Fig. 1: run 1, placement by cell class
Bar = 50 um.
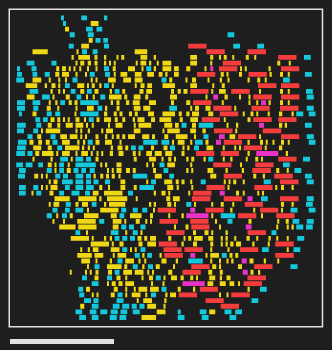
Fig. 2: run 1, cell sizes after repair
Bar = 50 um.
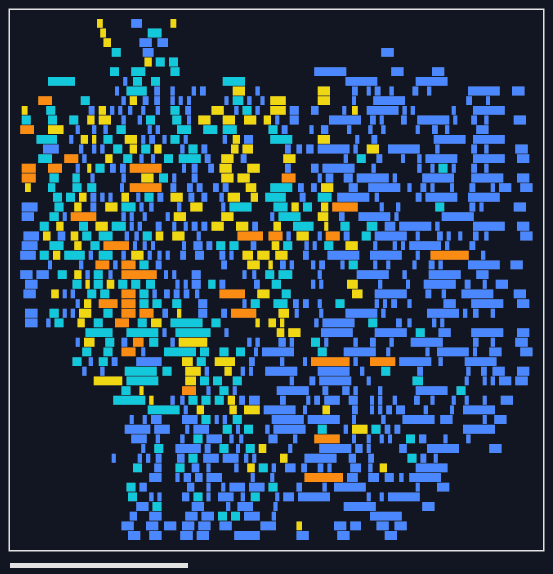
Fig. 3: run 1, clock nets
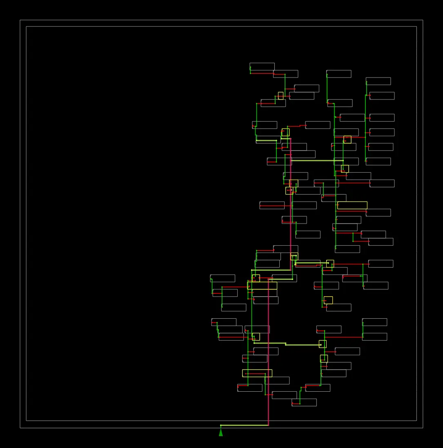
Fig. 4: run 1, clock network drawn from the DEF
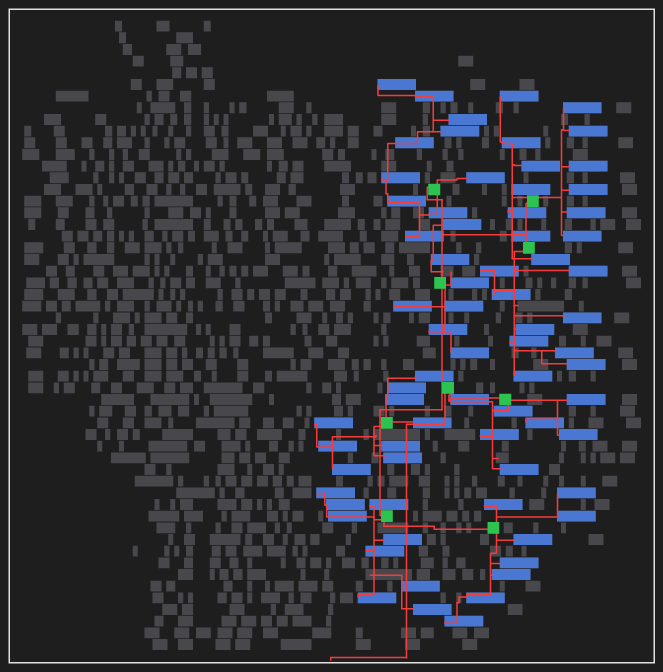
==> config.mk <==
export PLATFORM = sky130hd
export DESIGN_NAME = ssm_prod_normalizer
export DESIGN_NICKNAME = d
export VERILOG_FILES = /design/src/rtl/ssm_norm_pkg.sv /design/src/rtl/ssm_lod.sv /design/src/rtl/ssm_prod_normalizer.sv
export SDC_FILE = /design/constraint.sdc
export NUM_CORES = 1
export LEC_CHECK = 0
export ABC_AREA = 1
export ABC_CLOCK_PERIOD_IN_PS = 2400
export CAP_MARGIN = 30
export CELL_PAD_IN_SITES_DETAIL_PLACEMENT = 1
export CELL_PAD_IN_SITES_GLOBAL_PLACEMENT = 1
export CORE_AREA = 2 2 148 150
export CTS_BUF_LIST = sky130_fd_sc_hd__clkbuf_4
export DETAILED_ROUTE_END_ITERATION = 7
export DIE_AREA = 0 0 150 152
export PLACE_DENSITY = 0.58
export SLEW_MARGIN = 20
export SYNTH_ARGS = -nofsm -noshare
export SYNTH_HDL_FRONTEND = slang
export SYNTH_SLANG_ARGS = --single-unit
export TNS_END_PERCENT = 100
==> constraint.sdc <==
create_clock -name clk -period 2.4 [get_ports clk]
set_clock_uncertainty 0.2 [all_clocks]
set_input_delay 0.36 -clock clk [delete_from_list [all_inputs] [get_ports clk]]
set_output_delay 0.36 -clock clk [all_outputs]
set_load 0.005 [all_outputs]
==> results.cfg, run 1 <==
; physical design summary
[final_layout]
num-nonclk-inverters = 77
final-clk-cell-share_pct = 2.29
fraction_of_final_layout_cells_with_drive_strength_greater_than_1_pct = 34.6
num_antenna_cells = 1
final_nets = 993
comb.multi_input.count = 534
finalNonFillerCells = 1203

[routing]
vias_per_cell = 4.51
top_layer = met4
drc = 0

[critical_path]
setup.reg_to_reg.worst_slack_ns = 0.45
reg2reg_depth = 10
timing.critical_path.max_delay_family = simple AND/OR/NAND/NOR gates
crit_path_start_kind = primary input
crit_path_top_delay_cell = fa_1
critical_path.n_buffers_inverters = 1
critPathMaxStageDelay_ns = 0.48
timing.critical_path.depth = 25

[grt]
grt_max_degree = 52
grt_antenna_before_repair = 1
grt_busiest_layer = met2
globalRoute.totalOverflow = 0
use_met2_pct = 23.7
grt_util_met3_pct = 1.47
grt_use_met1_pct = 23.1
grt.total_usage_pct = 15.3

[logic_synthesis]
synth.top_cell.area_share_pct = 35.8
enable_flop_cells = 0
largest_area_cell = dfrtp_1
synth.area.top_cells = dfrtp_1 36%, nand2_1 17%, nand3_1 9.5%
synth_area_um2 = 5040
synth-main-ff-cell = dfrtp_1
top_logic_kind = simple AND/OR/NAND/NOR gates
synth.cellmix.adderShare_pct = 7.85
yosysChipArea_um2 = 5040
avgSynthCellArea_um2 = 7.09
simple_gate_share_pct = 35.7
floorplan.nets = 787

[job]
max_cap_violations = 0

[outcome]
run_status = complete, but fails checks
failing_checks = negative setup slack

[cts]
htree_num_levels = 3
cts_tree = done
clockBufferDepth = 2
ctsRootBufferMaster = clkbuf_4
cts-buffers-inserted = 9
cts.repair_timing.setup_buffer_count = 10
clk_pin_slew_ns = 0.11

[die]
io_pins = 84
die.size.x_um = 150
die_area_um2 = 22800
number_of_tap_cells_added_at_floorplan = 280
initCoreUtil_pct = 23.6

[pwr]
power.switching_fraction_pct = 35.7
comb_power_mw = 2.33
internal_power_mw = 3.23
largestPowerGroup = combinational logic

[timing]
setup_slack_ns = -1.25
max_freq_mhz = 274
final.setup.tns_ns = -32.86
period_used_pct = 152
setup_viol_count_final = 31
worst-slew-pin-transition_ns = 0.524
unrepaired_setup_endpoints_after_global_routing = yes

[hold_path]
hp-class = in -> async

[placement]
post-place-cells = 1157
Notes on Fig. 1 above:
Cyan stands for remaining buffers and delay cells, cells 223, share of their area 26%. Magenta stands for clock drivers and dummy loads, cells 16, share of their area 2.4%. Red stands for registers, cells 72, share of their area 23%. Yellow stands for remaining logic cells, cells 611, share of their area 48%.
Placement Rows: 54
final core utilization: 38.4%
Seq/total area: 22.0%

Notes on Fig. 2 above:
Cyan stands for x3 and x4, cells 168, share 18%. Yellow stands for x2, cells 117, share 13%. Blue stands for x1 and smaller, cells 603, share 65%. Orange stands for x6 and larger, cells 34, share 3.7%.
Area growth syn-to-layout: 62.5%
final setup margin: -1.25 ns
summed area of non-filler cells in the final layout: 8190 um^2
non-clock buffer count: 223

Notes on Fig. 3 above:
worst-skew pair later-pin latency: 0.41 ns
Sinks on Clock Net: 72

Notes on Fig. 4 above:
Green stands for clock-net drivers, count 9. Red stands for clock wires, length 880 um. Blue stands for flip-flops, count 72.
There are 10 routed clock nets.
portion of total power attributed to the clock network: 19.1%
power attributed to the clock group: 0.960 mW

==> inputs of run 2 (changes only) <==
--- a/config.mk
+++ b/config.mk
@@ -6,15 +6,15 @@
 export NUM_CORES = 1
 export LEC_CHECK = 0
 export ABC_AREA = 1
-export ABC_CLOCK_PERIOD_IN_PS = 2400
-export CAP_MARGIN = 30
+export ABC_CLOCK_PERIOD_IN_PS = 4000
+export CAP_MARGIN = 20
 export CELL_PAD_IN_SITES_DETAIL_PLACEMENT = 1
 export CELL_PAD_IN_SITES_GLOBAL_PLACEMENT = 1
-export CORE_AREA = 2 2 148 150
+export CORE_AREA = 2 2 133 135
 export CTS_BUF_LIST = sky130_fd_sc_hd__clkbuf_4
 export DETAILED_ROUTE_END_ITERATION = 7
-export DIE_AREA = 0 0 150 152
-export PLACE_DENSITY = 0.58
+export DIE_AREA = 0 0 135 137
+export PLACE_DENSITY = 0.68
 export SLEW_MARGIN = 20
 export SYNTH_ARGS = -nofsm -noshare
 export SYNTH_HDL_FRONTEND = slang
==> constraint.sdc (replaced) <==
create_clock -name clk -period 4 [get_ports clk]
set_clock_uncertainty 0.2 [all_clocks]
set_input_delay 0.6 -clock clk [delete_from_list [all_inputs] [get_ports clk]]
set_output_delay 0.6 -clock clk [all_outputs]
set_load 0.005 [all_outputs]
==> run 2 against run 1 <==
Compared with the run above:
- the run still ends with negative setup slack left
- clock power decreased by 55%
- worst hold slack improved by 0.048 ns
- global-route usage increased by 3.7 points
- sequential cell count unchanged
- wire length decreased by 4.7%
- critical path type unchanged
==> results.cfg, run 2 <==
; physical design summary
[cts]
cts_tree = done
ctsHoldBuffers = 0
cts-buffers-inserted = 9
ctsRootBufferMaster = clkbuf_4
clk_pin_slew_ns = 0.11
clockBufferDepth = 2
clock_latency_ns = 0.41
htree_num_levels = 3
cts.sink_count = 72
cts.repair_timing.setup_buffer_count = 16

[die]
die_area_um2 = 18500
number_of_tap_cells_added_at_floorplan = 225
floorplan.rows = 48
floorplan.core_area_um2 = 17100
io_pins = 84
initCoreUtil_pct = 29.5

[critical_path]
crit_path_start_kind = primary input
timing.critical_path.max_delay_family = adder cells
crit_path_top_delay_cell = fa_1
reg2reg_depth = 7
setup.reg_to_reg.worst_slack_ns = 1.73
timing.critical_path.depth = 28
crit_arrival_ns = 4.14
worst_path_most_repeated_cell = nand2_1
setup.worst_path.class = in -> reg
critical_path.n_buffers_inverters = 5
critPathMaxStageDelay_ns = 0.48
crit_fanout = 2

[placement]
place_congestion = 0.851
post-place-cells = 1071
placed_cell_area_um2 = 6630
place.detailed.hpwl_um = 13500
dpl_ws_ns = -0.812

[final_layout]
fillerInstances = 2164
comb.multi_input.count = 534
layout_top_cells_excl_fill_tap = 225 x nand2_1, 98 x buf_4, 96 x nand3_1
buffers_excl_clock = 184
num_antenna_cells = 1
final_layout_top_logic_cell = nand2_1
fraction_of_final_layout_cells_with_drive_strength_greater_than_1_pct = 20.6
area.share.sequential_pct = 25.5
finalNonFillerCells = 1109
final_nets = 954
final-clk-cell-share_pct = 1.84
top_area_cell_class = multi-input combinational cells
clock_buffers = 11
postLayoutCoreUtil_pct = 41.4
area_of_the_multi_input_gates_um2 = 2970
num-nonclk-inverters = 77

[logic_synthesis]
synth.top_cell.area_share_pct = 35.8
yosys.area_share.aoi_pct = 11.1
netlist-cell-type-count = 42
floorplan.nets = 787
enable_flop_cells = 0
synth_area_um2 = 5040
postSynthCellCount = 711
asr_flop_ratio_synth_pct = 100
synth_dominant_cell_count = nand2_1
synth.cellmix.adderShare_pct = 7.85
ys_seq_share_pct = 35.8
synth.area.top_cells = dfrtp_1 36%, nand2_1 17%, nand3_1 9.5%
synth-warning-count = 0
synth-main-ff-cell = dfrtp_1
synth_xor_xnor_area_share_pct = 1.02
simple_gate_share_pct = 35.7
common_cells = 229 x nand2_1, 96 x nand3_1, 72 x dfrtp_1
synth.yosys.num_cells = 711
top_logic_kind = simple AND/OR/NAND/NOR gates
yosysChipArea_um2 = 5040
largest_area_cell = dfrtp_1
avgSynthCellArea_um2 = 7.09

[pwr]
share_of_power_burned_in_combinational_logic_pct = 45.0
leakage_nw = 3.43
power.switching_fraction_pct = 36.6
worst_vdd_drop_mv = 0.142
power.density_nw_per_um2 = 382
fin_total_pwr_mw = 2.70
largestPowerGroup = combinational logic
comb_power_mw = 1.21
seq_cell_power_mw = 1.05
pg_clk_mw = 0.436
power.share.sequential_pct = 38.9
clkPwrFrac_pct = 16.1
internal_power_mw = 1.71

[routing]
vias_per_cell = 4.84
met2_length_um = 8090
drc = 0
wl_met1_um = 8200
met3RoutedLength_um = 498
routed_wirelength_um = 17000
post_drt_antenna_nets = 0
via_count = 5372
first_iter_violations = 218
top_layer = met4
drt-wirelength-per-cell_um = 15.3

[timing]
slew_headroom_pct = 58.2
unrepaired_setup_endpoints_after_global_routing = yes
finalHoldViolations = 0
period_used_pct = 101
setup_viol_count_final = 2
final.setup.tns_ns = -0.0614
worst-slew-pin-transition_ns = 0.625
max_freq_mhz = 247
setup_slack_ns = -0.0408
worst_hold_slack_ns = 0.292

[job]
stage_log_warnings = 33
max_cap_violations = 0

[grt]
first_global_vias = 5598
grt_antenna_before_repair = 1
grt_busiest_layer = met2
grt_first_pass_wirelength_um = 28100
grt_use_met1_pct = 25.8
use_met2_pct = 32.3
grt_util_met3_pct = 2.04
grt_max_degree = 46
grt.total_usage_pct = 19.0
globalRoute.totalOverflow = 0

[hold_path]
hp-class = reg -> reg

[outcome]
run_status = complete, but fails checks
failing_checks = negative setup slack
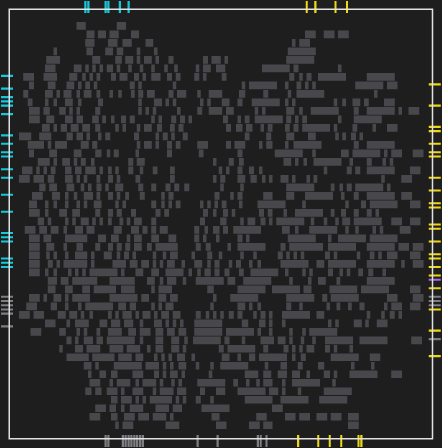
Fig. 5. Pin placement (run 2).
Pins as bars across the die edge, other pins in grey.
Cyan stands for prod, pins 26, direction input, edge 20 left, 6 top. Yellow stands for out_data, pins 32, direction output, edge 22 right, 6 bottom, 4 top. Purple stands for out_unf, pins 1, direction output, edge right.
All pins by edge: 27 right, 26 left, 21 bottom, 10 top.
horizontal die dimension: 135 um
Port Buffer Count: 83
Chip Height: 137 um

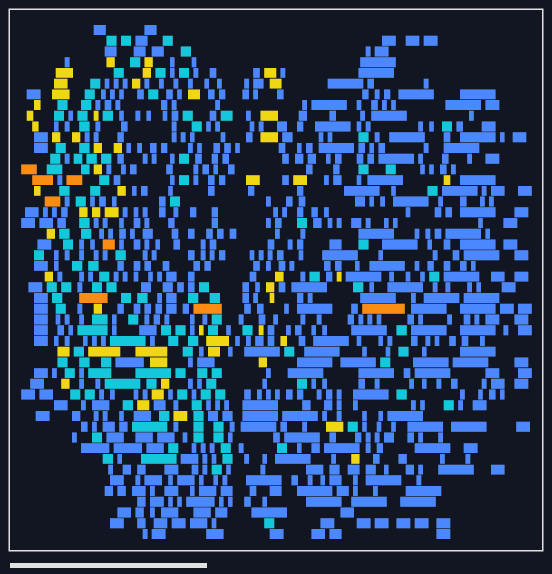
Fig. 6. Cell sizes after repair (run 2).
Bar = 50 um.
Orange stands for x6 and larger, cells 8, share 0.91%. Cyan stands for x3 and x4, cells 121, share 14%. Blue stands for x1 and smaller, cells 701, share 79%. Yellow stands for x2, cells 53, share 6.0%.
summed area of non-filler cells in the final layout: 7070 um^2
Area growth syn-to-layout: 40.3%
final setup margin: -0.0408 ns

Power figures rest on the tool's default switching activity, not on a simulated workload.
